**src/rtl/acc_flags_unit.sv**
```systemverilog
// -----------------------------------------------------------------------------
// acc_flags_unit
//
// Purpose:
//   Captures ALU results. Each accepted result can be written into an
//   accumulator, which feeds back to ALU operand A. Its flags can be written
//   into a last-flags register, and they are always OR-ed into a sticky flags
//   register. Every accepted result is also queued, with its flags, in a small
//   result FIFO for a downstream consumer. The FIFO head is registered, so the
//   outputs have no combinational path from the inputs.
//
// Ports:
//   clk           single clock, rising edge
//   rst           synchronous, active-high reset
//   alu_result    W-bit signed ALU result
//   alu_flags     4-bit ALU flags (opaque)
//   in_valid      alu_result/alu_flags valid this cycle
//   in_ready      block can accept a result (count < DEPTH)
//   acc_we        accepted result is written to the accumulator
//   flags_we      accepted flags are written to flags_q
//   acc_clr       clear the accumulator (wins over acc_we)
//   sticky_clr    clear the sticky flags (an accepted push in the same cycle
//                 still ORs in after the clear)
//   acc           accumulator register
//   flags_q       last written flags
//   flags_sticky  OR of all accepted flags since the last clear
//   out_valid     FIFO head valid (count > 0)
//   out_ready     consumer takes the head this cycle
//   out_data      FIFO head result (holds its last value when empty)
//   out_flags     FIFO head flags  (holds its last value when empty)
// -----------------------------------------------------------------------------
module acc_flags_unit #(
  parameter int W     = 16,
  parameter int DEPTH = 4   // power of two, >= 2
) (
  input  logic         clk,
  input  logic         rst,
  input  logic [W-1:0] alu_result,
  input  logic [3:0]   alu_flags,
  input  logic         in_valid,
  output logic         in_ready,
  input  logic         acc_we,
  input  logic         flags_we,
  input  logic         acc_clr,
  input  logic         sticky_clr,
  output logic [W-1:0] acc,
  output logic [3:0]   flags_q,
  output logic [3:0]   flags_sticky,
  output logic         out_valid,
  input  logic         out_ready,
  output logic [W-1:0] out_data,
  output logic [3:0]   out_flags
);

  localparam int PW = $clog2(DEPTH);
  localparam int CW = PW + 1;

  typedef struct packed {
    logic [W-1:0] data;
    logic [3:0]   flags;
  } entry_t;

  entry_t        mem [DEPTH];
  logic [PW-1:0] wr_ptr;
  logic [PW-1:0] rd_ptr;
  logic [PW-1:0] rd_next;
  logic [CW-1:0] count;
  logic [CW-1:0] count_next;
  logic          push;
  logic          pop;
  entry_t        in_entry;
  entry_t        head_next;

  // Handshakes depend only on registered count. A full FIFO refuses a push
  // even when it is popped in the same cycle.
  assign in_ready = (count < CW'(DEPTH));
  assign out_valid = (count != '0);
  assign push = in_valid && in_ready;
  assign pop = out_valid && out_ready;
  assign in_entry = '{data: alu_result, flags: alu_flags};

  // NOTE: every signal assigned in always_comb gets a default first, so no
  // path leaves it unassigned and no latch is inferred.
  always_comb begin
    rd_next = rd_ptr;
    count_next = count;
    if (pop) rd_next = rd_ptr + PW'(1);
    if (push && !pop) count_next = count + CW'(1);
    else if (pop && !push) count_next = count - CW'(1);
    // The next head is the entry being pushed now when it lands at the next
    // read slot: a push into an empty FIFO, or a push and pop at count 1.
    // Otherwise the next head is already in storage.
    head_next = mem[rd_next];
    if (push && (wr_ptr == rd_next)) head_next = in_entry;
  end

  // NOTE: the storage array is not reset. Its contents matter only between
  // the pointers, and the pointers are reset. Leaving it unreset lets it map
  // to plain RAM.
  always_ff @(posedge clk) begin
    if (!rst && push) mem[wr_ptr] <= in_entry;
  end

  // NOTE: sequential state uses non-blocking assignments only, so every
  // register samples the values from before the edge.
  always_ff @(posedge clk) begin
    if (rst) begin
      wr_ptr       <= '0;
      rd_ptr       <= '0;
      count        <= '0;
      out_data     <= '0;
      out_flags    <= '0;
      acc          <= '0;
      flags_q      <= '0;
      flags_sticky <= '0;
    end else begin
      if (push) wr_ptr <= wr_ptr + PW'(1);
      rd_ptr <= rd_next;
      count  <= count_next;
      // The head registers hold their last value once the FIFO drains.
      if (count_next != '0) {out_data, out_flags} <= head_next;

      if (acc_clr) acc <= '0;
      else if (push && acc_we) acc <= alu_result;

      if (push && flags_we) flags_q <= alu_flags;

      // A clear acts first, then the push's flags are OR-ed in.
      if (sticky_clr) flags_sticky <= push ? alu_flags : 4'b0000;
      else if (push) flags_sticky <= flags_sticky | alu_flags;
    end
  end

endmodule

```
**config.mk**
```make
export PLATFORM = sky130hd
export DESIGN_NAME = acc_flags_unit
export DESIGN_NICKNAME = d
export VERILOG_FILES = /design/src/rtl/acc_flags_unit.sv
export SDC_FILE = /design/constraint.sdc
export NUM_CORES = 1
export LEC_CHECK = 0
export CORE_MARGIN = 3
export CORE_UTILIZATION = 45
export DETAILED_ROUTE_END_ITERATION = 8
export HOLD_SLACK_MARGIN = 0.02
export PLACE_DENSITY = 0.67
export SLEW_MARGIN = 25
export SYNTH_ARGS = -nofsm -noshare
export SYNTH_HDL_FRONTEND = slang
export SYNTH_SLANG_ARGS = --single-unit
```
**constraint.sdc**
```tcl
create_clock -name clk -period 2.46 [get_ports clk]
set_input_delay 0.492 -clock clk [delete_from_list [all_inputs] [get_ports clk]]
set_output_delay 0.492 -clock clk [all_outputs]
set_load 0.1 [all_outputs]
```
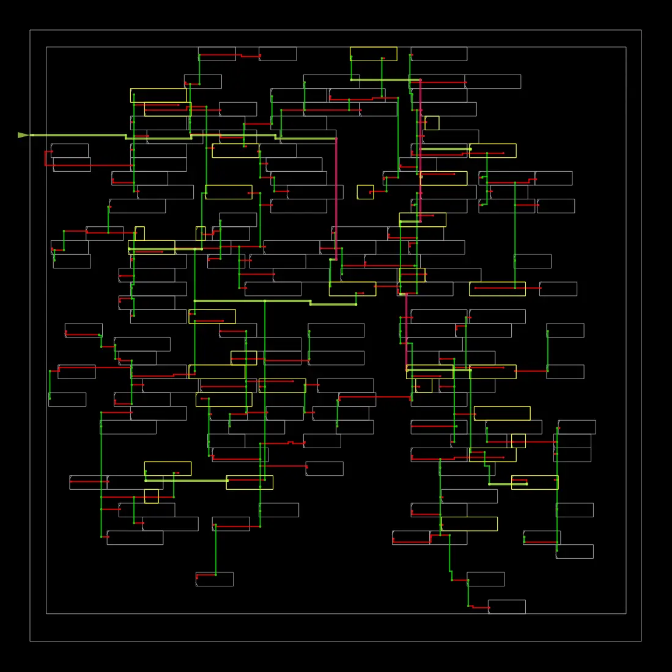
Figure 1: clock nets.
sink count of the clock tree: 131
worst clock skew: 0.00637 ns

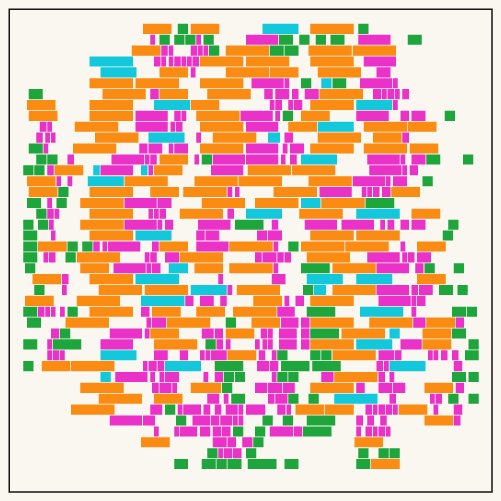
Figure 2: placement by cell class.
(4 px per um)
combinational and other logic -> magenta  # cells 295, share of their area 31%
remaining buffers and delay cells -> green  # cells 108, share of their area 14%
clock drivers and dummy loads -> cyan  # cells 32, share of their area 9.2%
sequential cells -> orange  # cells 131, share of their area 46%
cell row count: 41
final std cell area, no fill: 7660 sq um
core area: 12700 sq um
fin util: 0.602

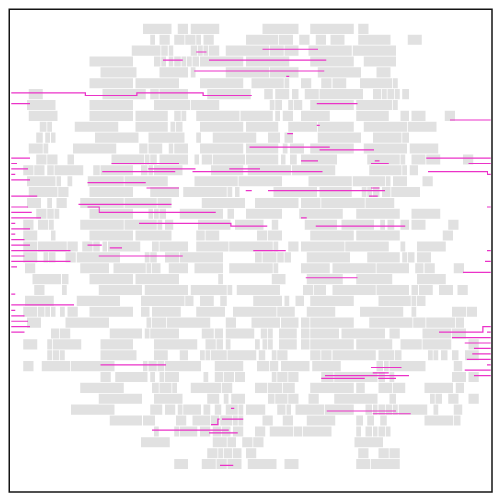
Figure 3: signal wires on met3.
(4 px per um)
main direction = horizontal
wire length on this layer = 853 um
share of all routed wire = 6.3%
longest straight run = 32.2 um
wire length after detailed routing: 13600 um
vias after detailed routing: 4061
met3 usage: 0.0468

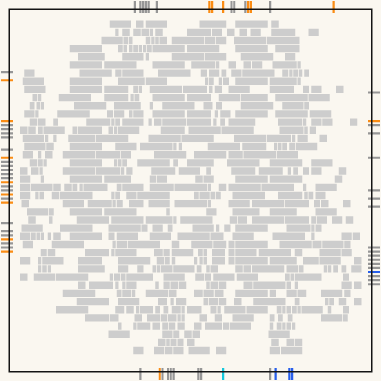
Figure 4: ports around the boundary.
(3 px per um) Pins as bars across the die edge, other pins in grey.
alu_result -> orange  # pins 16, direction input, edge 8 left, 6 top, 1 right, 1 bottom
out_ready -> cyan  # pins 1, direction input, edge bottom
flags_q -> blue  # pins 4, direction output, edge 3 bottom, 1 right
width of the chip: 120 um
count of input and output buffers: 73

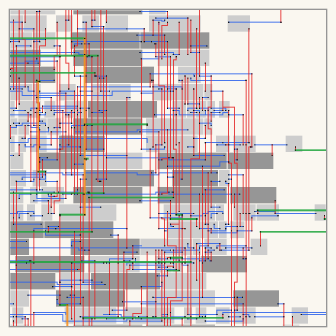
Figure 5: zoomed window.
Window x 65 to 115, y 65 to 115 um. Cells in grey, sequential cells in the stronger grey; small squares are vias.
metal 2 -> red
metal 3 -> green
metal 1 -> blue
metal 4 -> orange
cells with their middle in the window = 97
sequential cells in the window = 24
netlist names of flops here include = mem (16), out_data (7)
most frequent = nand2_1 (16), edfxtp_1 (16), mux4_2 (10)

==> run notes <==
Synthesis and place-and-route results.

- The total leakage power is between 2 and 3 nW.
- The largest register by flop count is mem.
- The final critical-path required period is 2.34 ns.
- The share of total power dissipated in sequential elements is 0.288.
- The cell area power density is 1230 nW/um^2.
- The logic area is between 2000 and 2500 sq um.
- The residual antenna-violating net count after detailed routing is 0.
- The endpoint of the most critical register-to-register path is out_data[1].
- The commonest cells after synthesis are sky130_fd_sc_hd__nand2_1 (85), sky130_fd_sc_hd__edfxtp_1 (80), sky130_fd_sc_hd__dfxtp_1 (51).
- The worst-path maximum fanout is 7.
- The number of cells on the worst hold path is listed as 2.
- The area taken by flip-flops and latches is 3420 sq um.
- The final clock period utilization by the worst path is 0.952.
- The script computed the net switching share of total power as 0.365.
- The pin slew with the least headroom to its limit is about 0.58 ns.
- Leaving out fill and tap cells, the most frequent cell in the layout is sky130_fd_sc_hd__nand2_1.
- The CTS tree is yes.
- The count of nets after finishing is 588.
- The gate-level netlist out of Yosys references between 40 and 50 unique cell types.
- The run finished with clean final reports.
- The post-synth tally of flip-flops with integrated enable is 80.
- The clock transition time at the flip-flop clock pins of the worst setup and hold paths is 0.06 ns.
- Fill cells in the final layout number 1052.
- The power report attributes to the clock group a share of 0.303.
- The total negative setup slack is 0 ns.
- After detailed routing, the met3 layer carries 853 um of wire.
- The total inserted antenna cells is 0.
- The number of DRC violations after detailed routing is 0.
- The setup violation total in the final timing report is 0.
- The length of the first detailed-routing pass in iterations is 4.
- The count of synthesis-stage warnings from yosys is 0.
- The total I/O pin count is approximately 74.
- The average detailed-routed wire length per instance is roughly 18 um.
- For reference, the critical path is launched at in_valid.
- By area the synthesized netlist is led by sky130_fd_sc_hd__edfxtp_1 (41%), sky130_fd_sc_hd__dfxtp_1 (17%), sky130_fd_sc_hd__mux4_2 (14%).
- The post-CTS setup repair buffer count is 0.
- Multi-input logic gates represent a cell area share of 0.297.
- The buffer cell driving the clock tree root is sky130_fd_sc_hd__clkbuf_16.
- The buffer count excluding the clock tree in the final layout is 108.
- The cell-mix breakdown from Yosys lists the simple-gate area share as 0.132.
- Measured on the final layout, the clock distribution area share stands at 0.0892.
- The area growth from synthesis to final layout is 30.2%.
- The multi-input combinational cell count is 287.
- STA shows the worst min-delay path finishing at flags_q[0].
- The dominant cell by count in the synthesized netlist is sky130_fd_sc_hd__nand2_1.
- Per the placement report, the placed cell count is 706.
- The sequential element share of the synthesized area is 0.582.
- The area fraction in mux cells is 0.146.
- The detailed router's first-iteration violation count is about 320.
- The classification of the worst setup path is in -> reg.
- The number of buffers between clock root and the deepest sink is 2.
- STA classifies the critical path endpoint as a register.
- The group drawing the most power is combinational cells.
- Clock network power for this build is approximately 2.9 mW.
- The worst hold path begins at flags_q[0].
- Across all register-to-register paths, the minimum setup slack is roughly 0.16 ns.
- In this run the number of H-tree levels came out at 4.
- The number of antenna violations at the first check in global routing is 0.
- After detailed placement, the total cell area comes to 6960 sq um.
- The critical path startpoint category is a primary input.
- In the synthesis report, Yosys lists the chip area as 5880 sq um.
- The register fraction of the total cell area is 0.447.
- The insertion delay of the later-clocked pin in the worst-skew pair is 0.41 ns.
- The area fraction in xor and xnor cells is 0.00872.
- The worst slew slack as a fraction of its limit is 0.611.
- VDD sags by at most 0.000679 V.
- The power of the sequential group is approximately 2.7 mW.
- The switching power total is 3.45 mW.
- The cell-mix breakdown from Yosys lists the adder-cell area share as 0.0166.
- The global router reports that the layer with the highest usage is met2.
- The overall track demand over capacity in global routing is 0.196.
- Per the final timing report, the hold violations number 0.
- The share of synthesized area in the top cell type comes to 0.409.
- The final power report lists total power as 9.44 mW.
- The final weighted congestion of routability-driven global placement is 0.778.
- The registers reported with the highest flop counts are mem (80), acc (16), out_data (16).
- A synthesized cell averages 12.8 sq um.
- The average vias per placed instance is around 5.5.
- The flow inserted 172 tap cells.
- Per the post-synthesis report, the nets total 495.
- The aggregate global routing overflow is 0.
- For this run, the top clock speed supported by timing is about 430 MHz.
- The post-synthesis compound-gate area fraction is 0.0817.
- The critical path required time is 2.81 ns.
- The global routing usage on met1 is 0.240.
- The chip occupies 14500 sq um.
- The end of the critical path is out_data[1].
- There are 131 flip-flops and latches.
- The share of flip-flops with an asynchronous set or reset is 0.
- By instance count after routing, the leading logic cell types are sky130_fd_sc_hd__nand2_1 (85), sky130_fd_sc_hd__edfxtp_1 (80), sky130_fd_sc_hd__buf_4 (69), sky130_fd_sc_hd__dfxtp_1 (50), sky130_fd_sc_hd__mux4_2 (36).
- The post-synth register bit count is 131.
- The class of the most critical hold timing path is reg -> reg.
## worst max-delay path, stage by stage
cell and delay [ns]:
sky130_fd_sc_hd__clkdlybuf4s50_1 0.57, sky130_fd_sc_hd__buf_4 0.16, sky130_fd_sc_hd__nor2_1 0.05, sky130_fd_sc_hd__a311oi_1 0.32, sky130_fd_sc_hd__o22ai_1 0.16, sky130_fd_sc_hd__a21oi_2 0.21, sky130_fd_sc_hd__buf_4 0.15, sky130_fd_sc_hd__nor2b_1 0.12
sky130_fd_sc_hd__buf_4 0.19, sky130_fd_sc_hd__buf_12 0.13, sky130_fd_sc_hd__a32o_1 0.12
No activity file was given, so power comes from the tool's default toggle rates.
